File: config.mk
export PLATFORM = sky130hd
export DESIGN_NAME = spi_transfer_ctrl
export DESIGN_NICKNAME = d
export VERILOG_FILES = /design/src/rtl/spi_transfer_ctrl.sv
export SDC_FILE = /design/constraint.sdc
export NUM_CORES = 1
export LEC_CHECK = 0
export CELL_PAD_IN_SITES_DETAIL_PLACEMENT = 0
export CELL_PAD_IN_SITES_GLOBAL_PLACEMENT = 1
export CORE_MARGIN = 4
export CORE_UTILIZATION = 25
export DETAILED_ROUTE_END_ITERATION = 8
export GPL_ROUTABILITY_DRIVEN = 0
export HOLD_SLACK_MARGIN = 0.02
export PLACE_DENSITY_LB_ADDON = 0.1
export SLEW_MARGIN = 10
export SYNTH_ARGS = -nofsm -noshare
export SYNTH_HDL_FRONTEND = slang
export SYNTH_SLANG_ARGS = --single-unit
File: constraint.sdc
create_clock -name clk -period 2.15 [get_ports clk]
set_clock_uncertainty 0.05 [all_clocks]
set_input_delay 0.43 -clock clk [delete_from_list [all_inputs] [get_ports clk]]
set_output_delay 0.43 -clock clk [all_outputs]
set_load 0.02 [all_outputs]
File: src/rtl/spi_transfer_ctrl.sv
// SPI master transfer controller: 8/16/32-bit MSB-first transfers, CPHA=0, selectable CPOL,
// programmable SCLK half-period divider and optional chip-select hold between transfers.
module spi_transfer_ctrl #(
  parameter int unsigned DIV_WIDTH = 16
) (
  input  logic        clk,
  input  logic        rst,
  input  logic [31:0] spi_bitrate,
  input  logic [31:0] spi_data_out,
  input  logic [7:0]  spi_ctrl,
  input  logic        ctrl_wr,
  input  logic        spi_miso,
  output logic        spi_sclk,
  output logic        spi_mosi,
  output logic        spi_cs_n,
  output logic [31:0] spi_data_in,
  output logic        busy,
  output logic        done
);

  typedef enum logic [1:0] {StIdle, StSetup, StShift, StHold} state_e;

  localparam logic [DIV_WIDTH-1:0] DivOne = DIV_WIDTH'(1);

  state_e               state_q, state_d;
  logic [DIV_WIDTH-1:0] cnt_q, cnt_d;
  logic [DIV_WIDTH-1:0] div_q, div_d;
  logic [5:0]           half_q, half_d;
  logic [1:0]           len_q, len_d;
  logic                 cpol_q, cpol_d;
  logic                 hold_q, hold_d;
  logic                 sclk_q, sclk_d;
  logic                 cs_n_q, cs_n_d;
  logic                 done_q, done_d;
  logic [31:0]          tx_q, tx_d;
  logic [31:0]          rx_q, rx_d;
  logic [31:0]          data_in_q, data_in_d;

  logic [DIV_WIDTH-1:0] div_raw, div_in;
  logic [4:0]           lead_shift;
  logic [5:0]           last_half;
  logic                 start;

  assign div_raw = spi_bitrate[DIV_WIDTH-1:0];
  assign div_in  = (div_raw == '0) ? DivOne : div_raw;
  assign start   = ctrl_wr & spi_ctrl[0];

  // Left-justify the transmit word so the MSB of the selected length sits in bit 31.
  always_comb begin
    lead_shift = 5'd0;
    unique case (spi_ctrl[2:1])
      2'b00:   lead_shift = 5'd24;
      2'b01:   lead_shift = 5'd16;
      default: lead_shift = 5'd0;
    endcase
  end

  always_comb begin
    last_half = 6'd63;
    unique case (len_q)
      2'b00:   last_half = 6'd15;
      2'b01:   last_half = 6'd31;
      default: last_half = 6'd63;
    endcase
  end

  always_comb begin
    state_d   = state_q;
    cnt_d     = cnt_q;
    div_d     = div_q;
    half_d    = half_q;
    len_d     = len_q;
    cpol_d    = cpol_q;
    hold_d    = hold_q;
    sclk_d    = sclk_q;
    cs_n_d    = cs_n_q;
    done_d    = 1'b0;
    tx_d      = tx_q;
    rx_d      = rx_q;
    data_in_d = data_in_q;

    unique case (state_q)
      StIdle: begin
        sclk_d = spi_ctrl[3];
        if (start) begin
          state_d = StSetup;
          len_d   = spi_ctrl[2:1];
          cpol_d  = spi_ctrl[3];
          hold_d  = spi_ctrl[4];
          div_d   = div_in;
          cnt_d   = div_in - DivOne;
          tx_d    = spi_data_out << lead_shift;
          rx_d    = '0;
          cs_n_d  = 1'b0;
        end
      end
      StSetup: begin
        if (cnt_q == '0) begin
          // First leading edge: sample MISO as SCLK leaves its idle level.
          state_d = StShift;
          cnt_d   = div_q - DivOne;
          half_d  = 6'd0;
          sclk_d  = ~cpol_q;
          rx_d    = {rx_q[30:0], spi_miso};
        end else begin
          cnt_d = cnt_q - DivOne;
        end
      end
      StShift: begin
        if (cnt_q == '0) begin
          cnt_d = div_q - DivOne;
          if (half_q == last_half) begin
            state_d = StHold;
            sclk_d  = cpol_q;
          end else begin
            half_d = half_q + 6'd1;
            sclk_d = ~sclk_q;
            if (half_q[0]) begin
              rx_d = {rx_q[30:0], spi_miso};
            end else if ((half_q + 6'd1) != last_half) begin
              tx_d = {tx_q[30:0], 1'b0};
            end
          end
        end else begin
          cnt_d = cnt_q - DivOne;
        end
      end
      StHold: begin
        if (cnt_q == '0) begin
          state_d   = StIdle;
          done_d    = 1'b1;
          data_in_d = rx_q;
          cs_n_d    = ~hold_q;
          sclk_d    = cpol_q;
        end else begin
          cnt_d = cnt_q - DivOne;
        end
      end
      default: state_d = StIdle;
    endcase
  end

  always_ff @(posedge clk or negedge rst) begin
    if (!rst) begin
      state_q   <= StIdle;
      cnt_q     <= '0;
      div_q     <= DivOne;
      half_q    <= '0;
      len_q     <= '0;
      cpol_q    <= 1'b0;
      hold_q    <= 1'b0;
      sclk_q    <= 1'b0;
      cs_n_q    <= 1'b1;
      done_q    <= 1'b0;
      tx_q      <= '0;
      rx_q      <= '0;
      data_in_q <= '0;
    end else begin
      state_q   <= state_d;
      cnt_q     <= cnt_d;
      div_q     <= div_d;
      half_q    <= half_d;
      len_q     <= len_d;
      cpol_q    <= cpol_d;
      hold_q    <= hold_d;
      sclk_q    <= sclk_d;
      cs_n_q    <= cs_n_d;
      done_q    <= done_d;
      tx_q      <= tx_d;
      rx_q      <= rx_d;
      data_in_q <= data_in_d;
    end
  end

  assign busy        = (state_q != StIdle);
  assign done        = done_q;
  assign spi_sclk    = sclk_q;
  assign spi_cs_n    = cs_n_q;
  assign spi_mosi    = busy & tx_q[31];
  assign spi_data_in = data_in_q;

  logic unused_bits;
  assign unused_bits = ^{spi_bitrate[31:DIV_WIDTH], spi_ctrl[7:5]};

endmodule

### Metal 1

Supply wires on this layer in gray. Cells faint in the background.
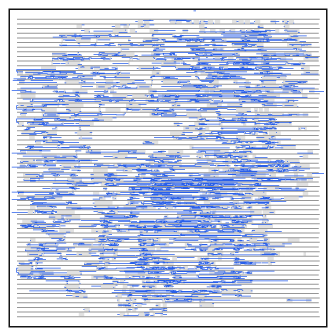
longest straight run: 63.9 um
nets with wire on the layer: 1052
vias post-DR: 6876
global routing usage on met1: 0.220
Routed WL: 26.1 mm

### Cells colored by class

Scale bar: 50 um.
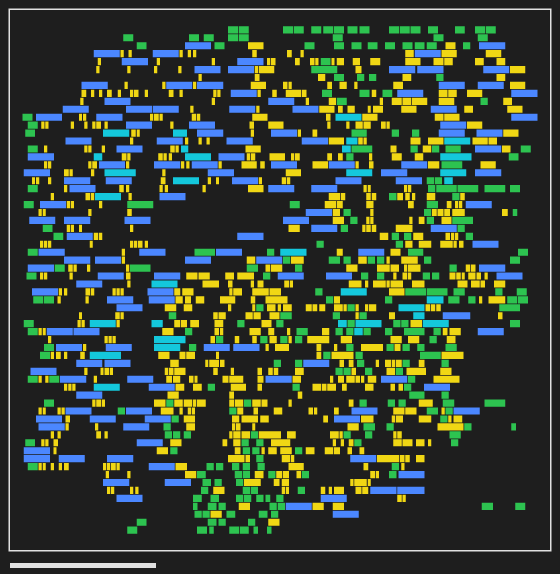
legend:
  other buffers and delay cells:
    color: green
    cells: 269
  clock drivers and dummy loads:
    color: cyan
    cells: 32
  flip-flops:
    color: blue
    cells: 143
  all other logic:
    color: yellow
    cells: 644
share of cell area taken by flip-flops and latches: 0.309
post-layout util: 0.377
fin area: 11600 sq um
number of rows in the core area: 64

### Cell sizes after repair

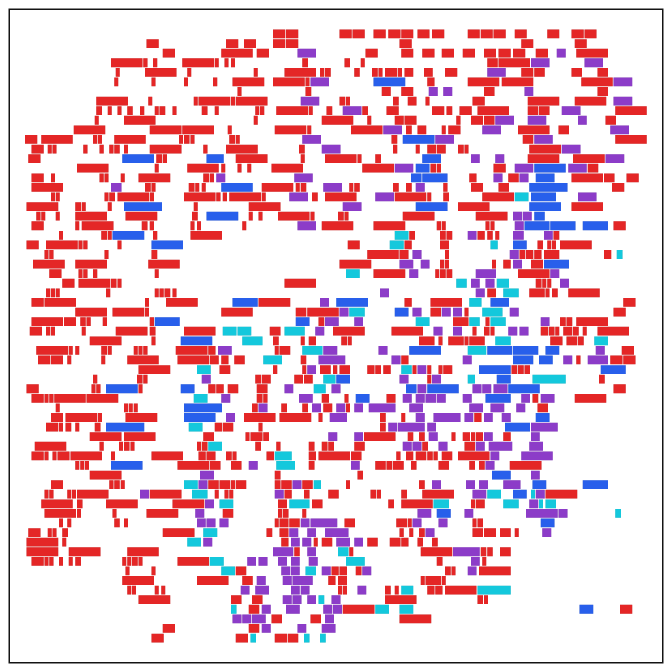
legend:
  drive 3 to 4:
    color: purple
    cells: 214
  drive 6 and up:
    color: blue
    cells: 62
  drive 1 or less:
    color: red
    cells: 749
  drive 2:
    color: cyan
    cells: 63
Synth-to-Final Area Change: 47.9%
post-layout worst setup margin: -0.0680 ns

cells in the mapped netlist, drive strengths merged (5+ instances only):
cell type | instances | share of area
nand2 | 211 | 0.10
xnor2 | 10 | 0.011
o21ai | 90 | 0.058
or3 | 7 | 0.0056
inv | 14 | 0.0067
dfrtp | 141 | 0.45
xor2 | 16 | 0.018
nor3 | 13 | 0.0090
nor2b | 9 | 0.0072
buf | 22 | 0.018
a31oi | 6 | 0.0048
a21oi | 24 | 0.016
ha | 11 | 0.018
a22oi | 9 | 0.0093
nor2 | 38 | 0.019
nand4 | 5 | 0.0048
mux2i | 11 | 0.014
or4 | 11 | 0.012
clkbuf | 28 | 0.013
mux2 | 50 | 0.086
nor4 | 14 | 0.016
a22o | 17 | 0.019
nand3 | 16 | 0.010
power breakdown:
group,internal [uW],switching [uW]
combinational,3710,3780
sequential,3370,551
clock,2020,1330
worst paths after layout:
kind	from	to	slack (ns)	depth (start not counted)
max in group asynchronous	rst	spi_data_in[9]$_DFFE_PN0P_	1.04	3
max reg2reg	cnt_q[0]$_DFFE_PN0P_	tx_q[26]$_DFFE_PN0P_	-0.07	10
min	spi_bitrate[5]	div_q[5]$_DFFE_PN0P_	0.36	3
min reg2reg	spi_data_in[22]$_DFFE_PN0P_	spi_data_in[22]$_DFFE_PN0P_	0.42	2
max	cnt_q[0]$_DFFE_PN0P_	tx_q[26]$_DFFE_PN0P_	-0.07	10
min in group asynchronous	rst	cnt_q[13]$_DFFE_PN0P_	0.44	2
cell usage in the layout (no fill, tap or decap), types with 19 or more instances in the layout:
cell	Yosys	layout
o21ai_1	34	44
mux2_2	19	19
buf_4	1	143
nand2_1	211	210
o21ai_0	56	43
dfrtp_1	141	141
a21oi_1	22	19
nor2_1	36	35
mux2_4	29	31
clkdlybuf4s50_1	0	74
clkbuf_16	0	19
==> summary.txt <==
run status: complete, but fails checks
violated checks: negative setup slack
IR drop worst, VDD: 0.770 mV
total cell area at the placement stage: 10200 sq um
Yosys warning count: 0
type of origin of the critical path: flop
detailed-route vias per instance: 4.63
Max stage delay on crit path: 0.39 ns
clock network area share: 0.0570
worst relative slew slack: 0.639
clock tree from TritonCTS: done
Port Buffers: 93
setup violators final: 52
total tool warning count: 54
buffer cell driving the clock tree root: clkbuf_16
count of pins over their slew limit: 0
Seq cells post-synth: 143
proportion of synthesized flip-flops having asynchronous set or reset: 1.00
hold slack: 0.357 ns
crit path capture type: flop
post-layout worst setup margin: -0.0680 ns
total half-perimeter wirelength after legalization and detailed placement: 18.5 mm
number of nets in the finished design: 1162
clock buffers created by TritonCTS: 17
largest driver fanout on the critical path: 4
cells along the critical path: inv_2 > ha_4 > nor3b_4 > and4_4 > nand3_2 > o22ai_2 > and2_4 > buf_12 > clkbuf_16 > mux2_4
routing usage on met3: 0.0277
number of diodes: 0
number of max-cap violations: 0
post-cts hold-fix buffer tally: 1
Slowest-stage cell, CP: dfrtp_1
Post-Layout Cell Count: 1484
largest buffer count on any clock path: 2
non-clk buf share: 0.215
met3 wire length: 813 um
most utilized layer in the global route result: met2
total area of multi-input combinational cells: 4300 sq um
setup repair after global routing missed its margin: true
Crit Path Class: reg -> reg
number of nets with antenna violations after routing: 0
number of multi-input combinational cells in the layout: 630
overall global routing resource usage: 0.153
CTS H-Tree Depth: 4
Power and IR drop assume default switching activity.
